===== src/rtl/sprite_pixel_fetch.sv =====
// Sprite pixel fetcher: maps the raster position onto a sprite ROM address and
// returns a two-stage registered palette index with transparency masking.
module sprite_pixel_fetch #(
   parameter int          SPR_W      = 32,
   parameter int          SPR_H      = 32,
   parameter int          FRAMES     = 4,
   parameter int          FRAME_DIV  = 8,
   parameter logic [3:0]  TRANSP_IDX = 4'h0,
   localparam int         CW         = $clog2(SPR_W),
   localparam int         RW         = $clog2(SPR_H),
   localparam int         FW         = $clog2(FRAMES),
   localparam int         AW         = FW + RW + CW
) (
   input  logic          clk,
   input  logic          reset,
   input  logic [9:0]    draw_x,
   input  logic [9:0]    draw_y,
   input  logic          vde,
   input  logic          vsync_pulse,
   input  logic [9:0]    spr_x,
   input  logic [9:0]    spr_y,
   input  logic          spr_en,
   input  logic          flip_h,
   input  logic          anim_en,
   output logic [AW-1:0] rom_addr,
   input  logic [3:0]    rom_data,
   output logic [3:0]    pix_index,
   output logic          pix_valid,
   output logic [FW-1:0] frame_idx
);

   localparam int DW = (FRAME_DIV > 1) ? $clog2(FRAME_DIV) : 1;

   logic [10:0]   x_end, y_end;
   logic          in_x, in_y, hit;
   logic [CW-1:0] col_off, col_sel;
   logic [RW-1:0] row_sel;

   logic          hit_d_q;
   logic          pix_valid_q, pix_valid_d;
   logic [3:0]    pix_index_q, pix_index_d;
   logic [DW-1:0] div_q, div_d;
   logic [FW-1:0] frame_q, frame_d;

   // Right/bottom edges are 11 bits wide so a sprite crossing 1023 clips instead of wrapping.
   assign x_end = {1'b0, spr_x} + 11'(SPR_W);
   assign y_end = {1'b0, spr_y} + 11'(SPR_H);
   assign in_x  = ({1'b0, draw_x} >= {1'b0, spr_x}) && ({1'b0, draw_x} < x_end);
   assign in_y  = ({1'b0, draw_y} >= {1'b0, spr_y}) && ({1'b0, draw_y} < y_end);
   assign hit   = spr_en && vde && in_x && in_y;

   // Low bits of the difference only depend on low bits of the operands; ~c == SPR_W-1-c.
   assign col_off = draw_x[CW-1:0] - spr_x[CW-1:0];
   assign col_sel = hit ? (flip_h ? ~col_off : col_off) : '0;
   assign row_sel = hit ? (draw_y[RW-1:0] - spr_y[RW-1:0]) : '0;

   assign rom_addr = {frame_q, row_sel, col_sel};

   always_comb begin
      pix_valid_d = hit_d_q && (rom_data != TRANSP_IDX);
      pix_index_d = pix_valid_d ? rom_data : 4'h0;
   end

   always_comb begin
      div_d   = div_q;
      frame_d = frame_q;
      if (vsync_pulse && anim_en) begin
         if (div_q == DW'(FRAME_DIV - 1)) begin
            div_d   = '0;
            frame_d = frame_q + FW'(1);
         end else begin
            div_d = div_q + DW'(1);
         end
      end
   end

   always_ff @(posedge clk) begin
      if (reset) begin
         hit_d_q     <= 1'b0;
         pix_valid_q <= 1'b0;
         pix_index_q <= 4'h0;
         div_q       <= '0;
         frame_q     <= '0;
      end else begin
         hit_d_q     <= hit;
         pix_valid_q <= pix_valid_d;
         pix_index_q <= pix_index_d;
         div_q       <= div_d;
         frame_q     <= frame_d;
      end
   end

   assign pix_valid = pix_valid_q;
   assign pix_index = pix_index_q;
   assign frame_idx = frame_q;

endmodule


===== config.mk =====
export PLATFORM = sky130hd
export DESIGN_NAME = sprite_pixel_fetch
export DESIGN_NICKNAME = d
export VERILOG_FILES = /design/src/rtl/sprite_pixel_fetch.sv
export SDC_FILE = /design/constraint.sdc
export NUM_CORES = 1
export LEC_CHECK = 0
export CORE_MARGIN = 4
export CORE_UTILIZATION = 40
export DETAILED_ROUTE_END_ITERATION = 6
export PLACE_DENSITY_LB_ADDON = 0.15
export SLEW_MARGIN = 10
export SYNTH_ARGS = -nofsm -noshare
export SYNTH_HDL_FRONTEND = slang
export SYNTH_SLANG_ARGS = --single-unit

===== constraint.sdc =====
create_clock -name clk -period 8.8 [get_ports clk]
set_clock_uncertainty 0.1 [all_clocks]
set_input_delay 1.76 -clock clk [delete_from_list [all_inputs] [get_ports clk]]
set_output_delay 1.76 -clock clk [all_outputs]
set_load 0.03 [all_outputs]

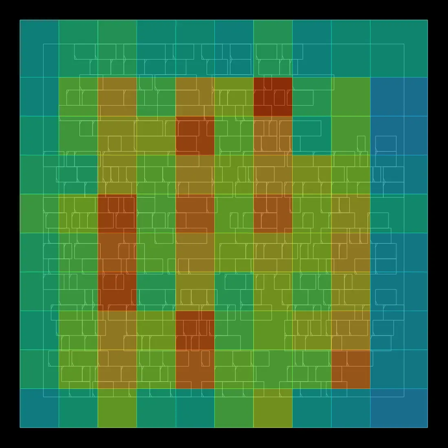
(routing congestion)
Avg WL per Cell: 12.1 um
met3 GRT Util: 0.0277
met1 Use GR: 0.199
Core Util, Final: 0.603
grt peak-use layer: met2

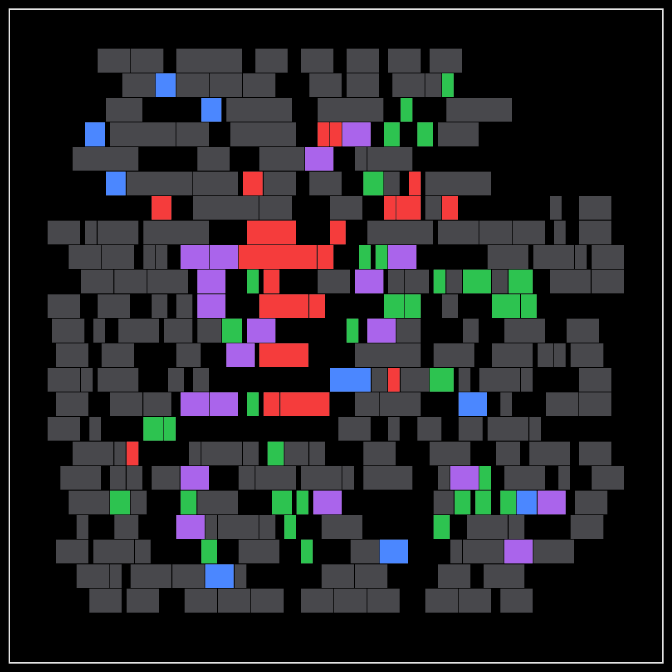
(gate families picked out)
color	family	cells
blue	and/or cells	9
red	nor cells	20
green	nand cells	34
purple	xor and xnor cells	19
logic share of the area: 0.539
post-route insts no fill: 318

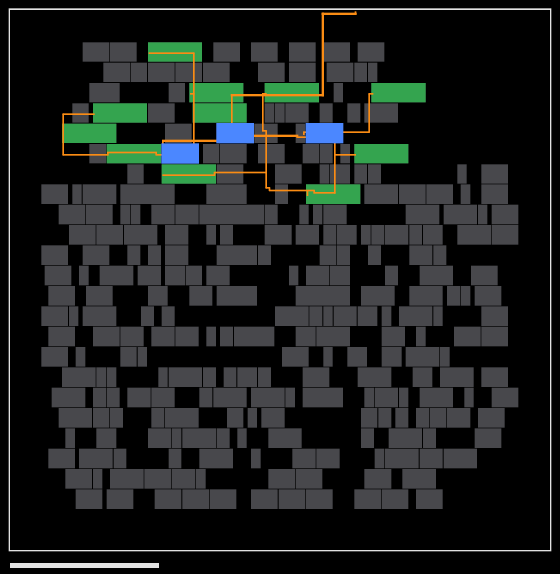
(routed clock nets over the placement)
Bar = 20 um.
[green] flip-flops | count: 11
[blue] clock-net drivers | count: 3
[orange] clock wires | length: 167 um
routed clock nets	4
clock latency on the worst-skew pair: 0.23 ns
Clock Power Share: 0.250
clk pwr: 50.0 uW

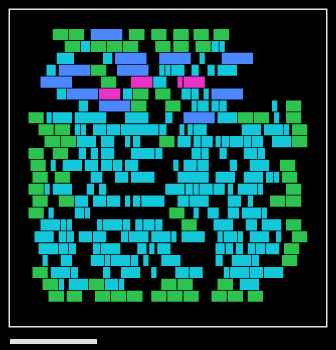
(cell classes on the final placement)
Bar = 20 um.
color	class	cells	share of their area
cyan	remaining logic cells	184	59%
blue	registers	11	9.4%
green	remaining buffers and delay cells	69	29%
magenta	clock drivers and dummy loads	4	1.9%
Core ar.: 4000 um^2
Final Instance Area: 2410 um^2
Seq/total area: 0.0913
FP Rows: 23

per-stage QoR:
step / total power [uW] / instance area (um^2)
detailed placement: 150 / 2370
global route: 218 / 2410
finish: 200 / 2410
CTS: 201 / 2410
floorplan: 113 / 1650
global placement: 150 / 2370
cell usage after synthesis (all sizes together) (5+ instances only):
library cell	n
a21oi	19
xor2	7
a21o	5
xnor2	12
nor3	6
nand2	13
inv	25
nor4b	5
dfxtp	11
ha	34
nor2	6
nand3	11
cells by family (layout without fill, tap and decap cells):
family	Yosys count	after routing	share of synthesized area
XOR/XNOR	19	19	0.101
adder cells (fa/ha/maj)	36	36	0.282
buffers and inverters	31	98	0.0803
AND-OR/OR-AND	41	41	0.161
flip-flops	11	11	0.133
AND/OR/NAND/NOR	63	63	0.242
layer usage:
layer / global-route usage / up-vias / wire (um)
li1: - / 853 / -
met1: 0.199 / 707 / 1840
met2: 0.246 / 46 / 1770
met3: 0.0277 / 4 / 216
met4: 0.0125 / 0 / 19
met5: 0 / - / 0
registers in the layout (all words and copies together), names as in the netlist:
signal     cells
pix_index      4
div_q          3
frame_idx      2
hit_d_q        1
pix_valid      1
power groups by stage:
stage               logic (uW)  clock network [uW]  registers (uW)
finish                    99.2                50.0            50.8
global route               112                55.4            50.8
CTS                       99.5                51.2            50.8
detailed placement        98.4                   0            51.8
global placement          98.1                   0            51.8
floorplan                 60.7                   0            51.9
placed cells by master, fill, tap and decap left out, drive strengths merged, types with 7 or more instances in the layout:
cell            n
a21oi          19
clkdlybuf4s50  69
dfxtp          11
ha             34
inv            25
nand2          13
nand3          11
xnor2          12
xor2            7
worst paths after layout:
check                        startpoint                         to  slack, ns  cells past startpoint
setup / recovery               spr_y[5]                rom_addr[2]       1.80                     11
hold / removal    div_q[2]$_SDFFE_PP0P_      div_q[2]$_SDFFE_PP0P_       0.36                      2
setup reg to reg  div_q[0]$_SDFFE_PP0P_  frame_idx[1]$_SDFFE_PP0P_       7.50                      5
hold reg to reg   div_q[2]$_SDFFE_PP0P_      div_q[2]$_SDFFE_PP0P_       0.36                      2
worst max-delay path: cells and delay by family:
kind,cells,cell delay [ns]
compound gates,3,0.84
simple gates,3,0.61
xor+xnor,1,0.14
buf+inv,2,1.26
fa+ha+maj,2,0.52
cell type report:
cell class | instances | area (um^2) | area share
Multi-Input combinational cell | 159 | 1300 | 0.539
Timing Repair Buffer | 69 | 691 | 0.286
Sequential cell | 11 | 220 | 0.0913
Inverter | 25 | 93.8 | 0.0389
Tap cell | 50 | 62.6 | 0.0259
Clock buffer | 4 | 45.0 | 0.0187
==> results.cfg <==
; yosys + openroad results
[global_routing]
overflow = 0
first_global_vias = 1482
grt_pass1_wl_um = 6300
grt_max_degree = 12
grt_usage = 0.145
antenna_found_initial = 0

[floorplanning]
die_w_um = 72.3
fp-utilization = 0.413
fp.dieH_um = 72.3
dieArea_um2 = 5220
pin_count = 70

[detailed_routing]
drt_iter0_drc = 62
ant_nets = 0
vias = 1610
avgViaCountPerCell = 5.06
drc = 0
wl_um = 3840
dr.pass1.iters = 4

[logic_synthesis]
synthDistinctLibCells = 41
ys_async_sr_fraction = 0
topCellsByArea = ha_1 (26%), dfxtp_1 (13%), xnor2_1 (6.4%), a21oi_1 (5.8%), inv_1 (5.7%)
syn_inst = 201
synth.avg_cell_area_um2 = 8.22
yosys.stat.seqShare = 0.133
edf_count = 0
ys_cells = 201
syn-num-nets = 288
synth_top_area_share = 0.258
netlist_area_um2 = 1650
synth-main-ff-cell = dfxtp_1
yosysTopAreaCell = ha_1
ys_area_um2 = 1650
yosys_warnings = 0
ys_seq_elements = 11

[worst_setup_path]
crit_chain = clkdlybuf4s50_1 -> ha_1 -> nand3_1 -> xnor2_1 -> ha_1 -> a21oi_1 -> nand2_1 -> a221oi_2 -> o211ai_1 -> nor4b_2 -> clkdlybuf4s50_1
endpoint_kind = output port
crit_path_start_kind = primary input
max_stage_delay_ns = 0.73
cp_max_fo = 11
cp_data_arrival_time_ns = 5.14
cp.required_ns = 6.94
path_class = in -> out
slowest_stage = clkdlybuf4s50_1

[final_timing]
finalCriticalPeriod_ns = 7.00
slew_viol_final = 0
hold_viol_final = 0
post-route-period-util = 0.796
tightest_slew_ns = 1.06
max_freq_mhz = 143
setup_tns_ns = 0
rsz0062_at_grt = no
setup_ws_ns = 1.80
relSlewSlack = 0.295
setup_viol = 0
whs_ns = 0.364

[placed_design]
post-place-ws_ns = 1.83
hpwl_um = 3290
gp_congestion = 0.836
port_buffers = 69
post-place-cells = 314

[clock_network]
cts_tree = done
cts_num_sinks = 11
cts_buffers = 3
cts_hold_buf = 0
cts_resized = 0
path_clk_slew_ns = 0.05
cts_setup_buffers = 0
cts_buffer_depth = 2
cts_max_level = 1
root_buffer = clkbuf_8

[min_path]
hold_class = reg -> reg

[cells_and_area]
nets = 356
num_antenna_cells = 0
fill_cells = 382
drive_gt1_frac = 0.0373
area_delta_synth_final_pct = 46.0

[pwr]
switchingPower_uw = 65.1
leakage_uw = 0.00107
power_density_nw_per_um2 = 82.9
peakVddDrop_mv = 0.0655
combPwrFrac = 0.496
p_int_uw = 135
pwr-share-seq = 0.254
swShare = 0.326

[job]
tool_warnings = 28
cap_violations = 0

[status]
status = completed
Power is estimated from default activity; no workload was simulated.
